==> config.mk <==
export PLATFORM = sky130hd
export DESIGN_NAME = ftq_queue
export DESIGN_NICKNAME = d
export VERILOG_FILES = /design/src/rtl/ftq_queue.sv
export SDC_FILE = /design/constraint.sdc
export NUM_CORES = 1
export LEC_CHECK = 0
export ABC_CLOCK_PERIOD_IN_PS = 17000
export CORE_MARGIN = 2
export CORE_UTILIZATION = 28
export CTS_CLUSTER_DIAMETER = 60
export DETAILED_ROUTE_END_ITERATION = 7
export GPL_ROUTABILITY_DRIVEN = 0
export GPL_TIMING_DRIVEN = 0
export PLACE_DENSITY = 0.42
export REMOVE_ABC_BUFFERS = 1
export SLEW_MARGIN = 0
export SYNTH_ARGS = -nofsm -noshare
export SYNTH_HDL_FRONTEND = slang
export SYNTH_SLANG_ARGS = --single-unit
==> constraint.sdc <==
create_clock -name Clk -period 17 [get_ports Clk]
set_input_delay 4.25 -clock Clk [delete_from_list [all_inputs] [get_ports Clk]]
set_output_delay 4.25 -clock Clk [all_outputs]
set_load 0.01 [all_outputs]
==> src/rtl/ftq_queue.sv <==
// Fetch Target Queue: a circular buffer of predicted fetch blocks between the
// branch predictor and the ICache. Entries are written at the enqueue pointer,
// handed to the ICache in order at the issue pointer, and held until the
// backend retires them at the commit pointer.
//
// Handshakes: BpValid has no ready signal. The BPU is throttled through
// FtqReq and the frontend control block (FTQStop), so a block offered while
// Full or stopped is dropped. IcValid/IcReady is a plain valid/ready pair:
// the entry at the issue pointer transfers on any edge where both are high.
// IcValid never depends on IcReady. CommitValid retires the oldest issued
// entry and is ignored when no issued entry is waiting to retire.
module ftq_queue #(
    parameter int DEPTH = 8,
    parameter int PTRW  = 3,
    parameter int ADDRW = 32
) (
    input  logic             Clk,
    input  logic             Rest,
    input  logic             FTQStop,
    input  logic             FTQFlash,
    input  logic             BpValid,
    input  logic [ADDRW-1:0] BpPc,
    input  logic [ADDRW-1:0] BpTarget,
    input  logic             BpTaken,
    output logic             FtqReq,
    output logic             IcValid,
    input  logic             IcReady,
    output logic [ADDRW-1:0] IcPc,
    output logic [ADDRW-1:0] IcTarget,
    output logic             IcTaken,
    output logic [PTRW-1:0]  IcFtqIdx,
    input  logic             CommitValid,
    output logic [PTRW:0]    FtqCount
);

    // Pointers carry one extra wrap bit so that full and empty are distinct.
    localparam logic [PTRW:0] DEPTH_W  = (PTRW+1)'(DEPTH);
    localparam logic [PTRW:0] ALMOST_W = DEPTH_W - 1'b1;

    logic [ADDRW-1:0] pc_mem  [DEPTH];
    logic [ADDRW-1:0] tgt_mem [DEPTH];
    logic             tkn_mem [DEPTH];

    logic [PTRW:0]   enq_ptr;
    logic [PTRW:0]   iss_ptr;
    logic [PTRW:0]   cmt_ptr;
    logic [PTRW:0]   count;
    logic [PTRW:0]   count_next;
    logic [PTRW-1:0] enq_idx;
    logic [PTRW-1:0] iss_idx;
    logic            full;
    logic            pending;
    logic            do_enq;
    logic            do_iss;
    logic            do_cmt;
    logic            req_next;

    assign count   = enq_ptr - cmt_ptr;
    assign full    = (count == DEPTH_W);
    assign pending = (iss_ptr != enq_ptr);
    assign enq_idx = enq_ptr[PTRW-1:0];
    assign iss_idx = iss_ptr[PTRW-1:0];

    // Flush dominates everything. Full is judged on the current pointers, so a
    // same-cycle commit does not open a slot for this cycle's enqueue.
    assign do_enq = BpValid & ~FTQStop & ~full & ~FTQFlash;
    assign do_iss = IcValid & IcReady;
    assign do_cmt = CommitValid & (cmt_ptr != iss_ptr) & ~FTQFlash;

    // Issue side reads the array combinationally. Outputs are zeroed while
    // nothing is pending, so unreset storage never leaks out after reset.
    always_comb begin
        IcValid  = pending & ~FTQFlash;
        IcPc     = '0;
        IcTarget = '0;
        IcTaken  = 1'b0;
        IcFtqIdx = '0;
        if (pending) begin
            IcPc     = pc_mem[iss_idx];
            IcTarget = tgt_mem[iss_idx];
            IcTaken  = tkn_mem[iss_idx];
            IcFtqIdx = iss_idx;
        end
    end

    // Next occupancy feeds the registered almost-full request. One free slot
    // or fewer raises FtqReq, leaving room for the block already in flight.
    always_comb begin
        count_next = count + {{PTRW{1'b0}}, do_enq} - {{PTRW{1'b0}}, do_cmt};
        if (FTQFlash) begin
            count_next = '0;
        end
        req_next = (count_next >= ALMOST_W);
    end

    assign FtqCount = count;

    // Entry storage: written at the enqueue index, not reset.
    always_ff @(posedge Clk) begin
        if (do_enq) begin
            pc_mem[enq_idx]  <= BpPc;
            tgt_mem[enq_idx] <= BpTarget;
            tkn_mem[enq_idx] <= BpTaken;
        end
    end

    // Pointer and request state; flush returns everything to the reset image.
    always_ff @(posedge Clk or posedge Rest) begin
        if (Rest) begin
            enq_ptr <= '0;
            iss_ptr <= '0;
            cmt_ptr <= '0;
            FtqReq  <= 1'b0;
        end else if (FTQFlash) begin
            enq_ptr <= '0;
            iss_ptr <= '0;
            cmt_ptr <= '0;
            FtqReq  <= 1'b0;
        end else begin
            if (do_enq) enq_ptr <= enq_ptr + 1'b1;
            if (do_iss) iss_ptr <= iss_ptr + 1'b1;
            if (do_cmt) cmt_ptr <= cmt_ptr + 1'b1;
            FtqReq <= req_next;
        end
    end

endmodule

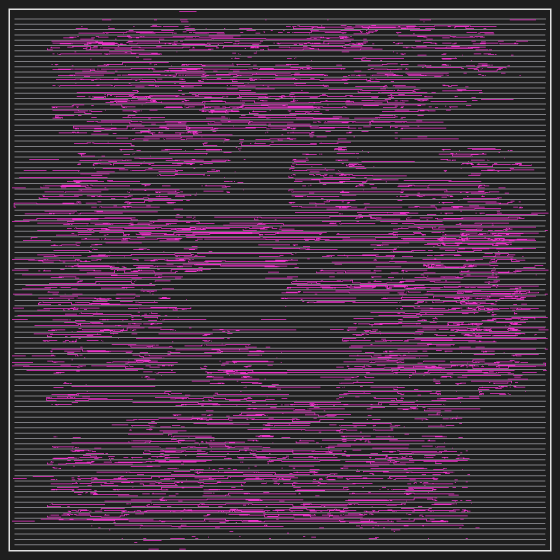
*The metal 1 layer*
Supply wires on this layer in grey.
main direction	horizontal
share of all routed wire	48%
total wire length: 49.31 mm
met1 Track Usage GR: 18.40%
via count: 9,837

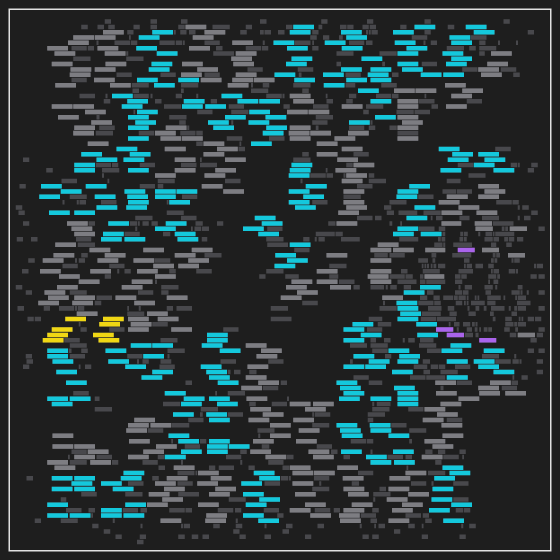
*Sequential cells coloured by netlist name*
Other sequential cells in the stronger grey, the rest of the logic in the fainter grey.
signal	colour	placed flops	where
pc_mem	cyan	256	widely spread
enq_ptr	purple	4	right middle
tkn_mem	yellow	8	left middle
not coloured	265
sequential cell area: 0.01595 mm^2
sequential share of cell area: 60.59%

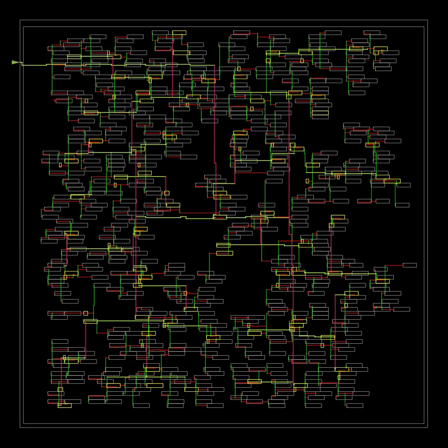
*Clock nets*
clock group power: 1370 uW
clk sinks: 533
clk latency late pin: 0.59 ns
Num CTS Buffers: 67

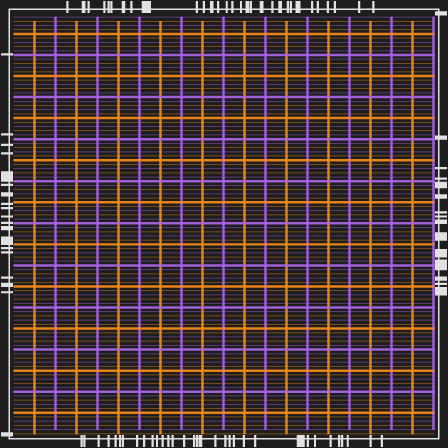
*Supply network*
Pins as bars on the die edge.
net	colour
VDD	purple
VSS	orange
met1 rails	100
met5 straps	19
met4 straps	20
signal pins	146
rows	99
DIE WIDTH: 276.6 um
die height: 276.6 um
Core Region: 0.07321 mm^2
Max VDD drop: 0.00005307 V

==> results_slide.txt <==
Run Summary

Yosys
  • Top-area cell share: 75.05%
  • Number of synthesized flops with an enable pin: 520
  • Main synth FF type: edfxtp_1
  • Post-synth mux share: 17.32%
  • Simple-Gate Area Share: 2.321%
  • Yosys reg bits: 533
  • Count leader, synth: edfxtp_1
  • Fa+ha+maj area frac: 0.8540%
  • Commonest cells in the netlist: edfxtp_1, mux4_2, nor2_1
  • Synthesis area per yosys: 0.02080 mm^2

Cells and area
  • Top Layout Cells: edfxtp_1, clkdlybuf4s50_1, mux4_2, nor2_1, clkbuf_16
  • Flop count: 533
  • # clk buffers: 79
  • Fin util: 35.96%
  • Logic area: 0.004581 mm^2
  • Proportion of layout cells with a drive suffix above 1: 24.37%
  • # fillers: 6,728
  • Finished Cell Area: 0.02633 mm^2
  • Comb/total area: 17.40%
  • Commonest Layout Cell: edfxtp_1
  • Fin cells: 2,182
  • Comb gates: 355

Critical path
  • Cell depth of the worst flop-to-flop path: 13
  • CP max-delay cell: clkdlybuf4s50_1
  • CP Depth: 3
  • CP most frequent cell: clkdlybuf4s50_1
  • CP startpoint: FTQFlash
  • Critical Path Sink: IcValid
  • Crit path cell chain: clkdlybuf4s50_1, nor2_1, clkdlybuf4s50_1
  • FF-to-FF End: pc_mem[1][8]
  • Crit end category: primary output
  • Element type at the critical path start: primary input
  • Peak fanout along the critical path: 17
  • R2r setup slk: 13.09 ns

Final timing
  • Worst Skew: 0.02075 ns
  • Final min period: 10.09 ns
  • WHS: 0.6091 ns
  • Max Transition Viols Final: 0
  • Setup Viol. Count Final: 0
  • Unrepaired setup endpoints after global routing: false

Job
  • Tool warning count: 25

Power and ir drop
  • Static Leak: 0.008143 uW
  • P_seq: 1490 uW
  • Clock power frac: 39.2%
  • Net Sw Frac: 24.75%
  • Final Power: 3505 uW
  • PwrDens: 133.2 mW/mm^2
  • NetSw: 867.7 uW

Place
  • Worst slack, placed: 6.900 ns
  • I/O Buffers: 145
  • DPL Wire Length: 30.50 mm
  • Placed Area: 0.02417 mm^2

Detailed routing
  • Met2 WL post-DR: 22.74 mm
  • Vias per cell: 4.508
  • DRC Markers: 0

Clock network
  • Post-CTS Setup Bufs: 0
  • CTS tree: built
  • Clock Path Buffers: 3
  • H-tree depth reported by CTS: 3

Min path
  • Hold path depth: 2
  • Worst Hold End: cmt_ptr[3]
  • Min-Delay Path Class: flop to flop

Global route
  • Met3 track demand over resource: 2.936%
  • Busiest metal layer after global routing: met2

Die
  • FP Core Util: 28.42%
  • Die Size: 0.07650 mm^2
  • # Taps: 959
  • Rows: 99

Outcome
  • Status: finished, final reports clean
Power is estimated from default activity; no workload was simulated.
